**Supply network**

Pins as bars on the die edge. Tap cells in gray.
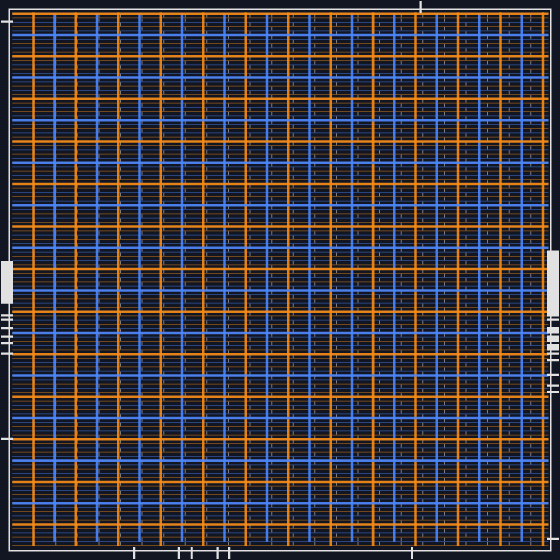
**Placed standard cells**

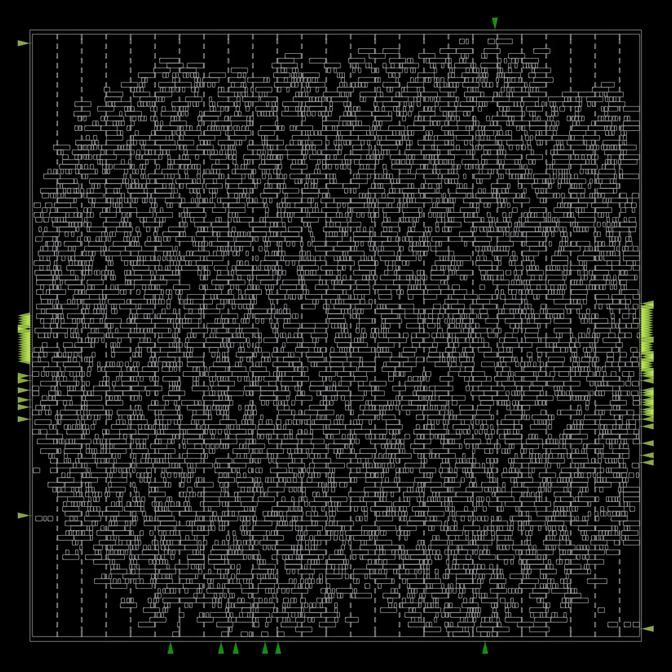
`src/rtl/rf_recovery_ctrl.sv`:
```
// Lockstep register-file recovery: golden shadow copy, halt, replay, release.
// Optional FT_ERR_CNT_EN adds a saturating mismatch counter on err_count_o.
module rf_recovery_ctrl #(
  parameter int DATA_WIDTH    = 32,
  parameter int ADDR_WIDTH    = 5,
  parameter int ERR_CNT_WIDTH = 8
) (
  input  logic                  clk_i,
  input  logic                  rst_ni,
  input  logic                  cmp_we_i,
  input  logic [ADDR_WIDTH-1:0] cmp_addr_i,
  input  logic [DATA_WIDTH-1:0] cmp_data_i,
  input  logic                  cmp_error_i,
  input  logic                  halt_ack_i,
  output logic                  halt_o,
  output logic                  recover_we_o,
  output logic [ADDR_WIDTH-1:0] recover_addr_o,
  output logic [DATA_WIDTH-1:0] recover_data_o,
  output logic                  recover_done_o
`ifdef FT_ERR_CNT_EN
  ,
  output logic [ERR_CNT_WIDTH-1:0] err_count_o
`endif
);

  localparam int DEPTH = 2 ** ADDR_WIDTH;

  typedef enum logic [1:0] {
    IDLE,
    HALT,
    RESTORE,
    DONE
  } state_t;

  state_t state;

  // Entry 0 is architecturally zero, so it has no storage.
  logic [DATA_WIDTH-1:0] shadow [1:DEPTH-1];

  logic [ADDR_WIDTH-1:0] nxt_addr;
  logic [DATA_WIDTH-1:0] nxt_data;
  logic                  shadow_we;

  assign nxt_addr  = (state == HALT) ? ADDR_WIDTH'(1)
                                     : recover_addr_o + 1'b1;
  assign shadow_we = (state == IDLE) && cmp_we_i && !cmp_error_i
                     && (cmp_addr_i != '0);

  always_comb begin
    nxt_data = '0;
    if (nxt_addr != '0) nxt_data = shadow[nxt_addr];
  end

  always_ff @(posedge clk_i or negedge rst_ni) begin
    if (!rst_ni) begin
      for (int i = 1; i < DEPTH; i++) shadow[i] <= '0;
    end else if (shadow_we) begin
      shadow[cmp_addr_i] <= cmp_data_i;
    end
  end

  always_ff @(posedge clk_i or negedge rst_ni) begin
    if (!rst_ni) begin
      state          <= IDLE;
      halt_o         <= 1'b0;
      recover_we_o   <= 1'b0;
      recover_addr_o <= '0;
      recover_data_o <= '0;
      recover_done_o <= 1'b0;
    end else begin
      recover_done_o <= 1'b0;
      unique case (state)
        IDLE: begin
          if (cmp_error_i) begin
            state  <= HALT;
            halt_o <= 1'b1;
          end
        end
        HALT: begin
          if (halt_ack_i) begin
            state          <= RESTORE;
            recover_we_o   <= 1'b1;
            recover_addr_o <= nxt_addr;
            recover_data_o <= nxt_data;
          end
        end
        RESTORE: begin
          if (&recover_addr_o) begin
            state          <= DONE;
            recover_we_o   <= 1'b0;
            recover_addr_o <= '0;
            recover_data_o <= '0;
            recover_done_o <= 1'b1;
          end else begin
            recover_addr_o <= nxt_addr;
            recover_data_o <= nxt_data;
          end
        end
        DONE: begin
          state  <= IDLE;
          halt_o <= 1'b0;
        end
      endcase
    end
  end

`ifdef FT_ERR_CNT_EN
  always_ff @(posedge clk_i or negedge rst_ni) begin
    if (!rst_ni) begin
      err_count_o <= '0;
    end else if (state == IDLE && cmp_error_i && !(&err_count_o)) begin
      err_count_o <= err_count_o + 1'b1;
    end
  end
`else
  if (ERR_CNT_WIDTH < 1) begin : g_bad_cnt_width
    $error("ERR_CNT_WIDTH must be at least 1");
  end
`endif

endmodule

```
`config.mk`:
```
export PLATFORM = sky130hd
export DESIGN_NAME = rf_recovery_ctrl
export DESIGN_NICKNAME = d
export VERILOG_FILES = /design/src/rtl/rf_recovery_ctrl.sv
export SDC_FILE = /design/constraint.sdc
export NUM_CORES = 2
export LEC_CHECK = 0
export ABC_AREA = 1
export CAP_MARGIN = 10
export CORE_UTILIZATION = 40
export DETAILED_ROUTE_END_ITERATION = 7
export GPL_ROUTABILITY_DRIVEN = 0
export MAX_ROUTING_LAYER = met4
export PLACE_DENSITY = 0.52
export SLEW_MARGIN = 40
export SYNTH_ARGS = -nofsm -noshare
export SYNTH_HDL_FRONTEND = slang
export SYNTH_SLANG_ARGS = --single-unit
```
`constraint.sdc`:
```
create_clock -name clk_i -period 2.3 [get_ports clk_i]
set_input_delay 0.23 -clock clk_i [delete_from_list [all_inputs] [get_ports clk_i]]
set_output_delay 0.23 -clock clk_i [all_outputs]
set_load 0.005 [all_outputs]
```
==> impl_metrics.toml <==
# flow metrics
[synthesis]
avgSynthCellArea_um2 = 7.965
fp_nets = 5960
yosysCellCount = 5912
ff_type = "dfrtp_1"
async_reset_ff_share_pct = 100.0
synth_area_um2 = 47090

[final_timing]
setup_viol = 0
slew_viol_final = 0
clock_skew_ns = 0.01572

[routing]
routed_wl_mm = 172.3
drtAntennaViolNets = 0
drc = 0
avgRoutedWirePerCell_um = 22.82
first_iter_violations = 4370

[cells_and_area]
finalInstanceArea_um2 = 56660
synthToLayoutAreaGrowth_pct = 20.32
largest_register_ffs = 992

[floorplan]
fp_util_pct = 40.41

[cts]
clock_latency_ns = 0.73
clock_path_buffers = 3
cts_tree = "yes"
clk_pin_slew_worst_paths_ns = 0.07
h-tree-depth = 3
root_buffer = "clkbuf_16"

[pwr]
p_sw_share_pct = 40.36
powerDensity_nw_per_um2 = 1306
p_sw_mw = 29.87
p_leak_nw = 26.14

[global_routing]
antenna_found_initial = 8
busiest_layer = "met2"
grt_start_max_net_pins = 120
grt_use_met2_pct = 44.63
grt_use_met1_pct = 41.16

[critical_path]
criticalPathCategory = "flop to output pin"

[flow_run]
cap_violations = 0

[outcome]
status = "finished, final reports clean"
## Picture notes: 'supply network'
VDD: in blue. VSS: in orange.
The core has 125 rows. 25 straps on met4. 82 signal pins sit on the boundary.
chip height: 345.1 um
Die Wd: 345.1 um
core box area: 116,500 um2
Peak VDD IR: 1.083 mV

## Picture notes: 'placed standard cells'
FFs & Latches: 1,034
utilization after layout: 48.63%
Fill cells: 11,350

[timing repair]
action                                  4_1_cts  5_1_grt
hold endpoints to repair                    797        0
endpoints found under the setup margin        0      222
gates resized                                 0       38
buffers inserted                              0        8
hold buffers                                  3        0
[placed cells by master (no fill, tap or decap), drive strengths merged, types with 2 or more instances in the layout]
| cell type | synthesis | routed |
|---|---|---|
| nand2 | 2050 | 2051 |
| nand3 | 1095 | 1095 |
| dfrtp | 1034 | 1034 |
| o21ai | 1002 | 1002 |
| buf | 136 | 337 |
| clkbuf | 393 | 176 |
| inv | 111 | 112 |
| clkdlybuf4s50 | 0 | 79 |
| nor2 | 66 | 66 |
| clkinv | 2 | 26 |
| bufinv | 0 | 11 |
| diode | 0 | 8 |
| nand4 | 8 | 8 |
| ha | 6 | 6 |
| clkinvlp | 0 | 3 |
| dlygate4sd3 | 0 | 3 |
| o22ai | 2 | 2 |
| nor3 | 2 | 2 |
| nor4 | 2 | 2 |
[stage by stage]
stage | instances | power, mW | hold slack, ns | utilization (%) | setup slack [ns]
after CTS | 7523 | 73.41 | 0.2388 | 48.17 | 0.01598
after detailed placement | 7313 | 54.37 | 0.1608 | 44.87 | 0.01968
after global placement | 7313 | 54.30 | 0.1631 | 44.87 | 0.01088
after global routing | 7548 | 78.34 | 0.3393 | 48.62 | -0.01482
final | 7551 | 74.01 | 0.2853 | 48.63 | 0.08022
after floorplan | 5912 | 40.46 | -0.06559 | - | 0.2758
[area by class of cell]
cell class | instances | area (um2)
Sequential cell | 1034 | 25880
Clock inverter | 39 | 500.5
Tap cell | 1524 | 1907
Timing Repair Buffer | 428 | 5565
Clock buffer | 168 | 3318
Antenna cell | 8 | 20.02
Fill cell | 11350 | 59860
Multi-Input combinational cell | 4237 | 19020
Inverter | 113 | 451.7
[worst max-delay path, cell delays in order (launching register included)]
cell and delay [ns]:
dfrtp_4 0.44, buf_12 0.27, clkdlybuf4s50_1 0.55
[power groups by stage]
stage	Combinational (mW)	Sequential (mW)	Clock [mW]
3_3_place_gp	31.2	23.1	0
3_5_place_dp	31.2	23.1	0
5_1_grt	35.2	23.2	19.9
6_report	32.2	22.9	18.9
4_1_cts	31.3	22.9	19.2
2_1_floorplan	17.9	22.6	0
[path summary, 6_finish.rpt]
| kind | start | endpoint | slack [ns] | cells past startpoint |
|---|---|---|---|---|
| worst max-delay path | recover_addr_o[0]$_DFFE_PN0P_ | recover_addr_o[0] | 0.08 | 2 |
| worst min-delay path | cmp_error_i | halt_o$_DFFE_PN0P_ | 0.29 | 5 |
| worst max register to register | state[0]$_DFFE_PN0P_ | shadow[282]$_DFFE_PN0P_ | 0.10 | 14 |
| worst min register to register | shadow[296]$_DFFE_PN0P_ | shadow[296]$_DFFE_PN0P_ | 0.48 | 2 |
| max in group asynchronous | rst_ni | shadow[918]$_DFFE_PN0P_ | 0.78 | 4 |
| min in group asynchronous | rst_ni | shadow[295]$_DFFE_PN0P_ | 0.55 | 3 |
[routing by layer]
layer	routed length, um	up-vias	share of wire, %
li1	-	19510	-
met4	4124	0	2.4
met2	77750	1454	45
met3	10900	240	6.3
met5	0	-	0
met1	79520	20530	46
No activity file was given, so power comes from the tool's default toggle rates.
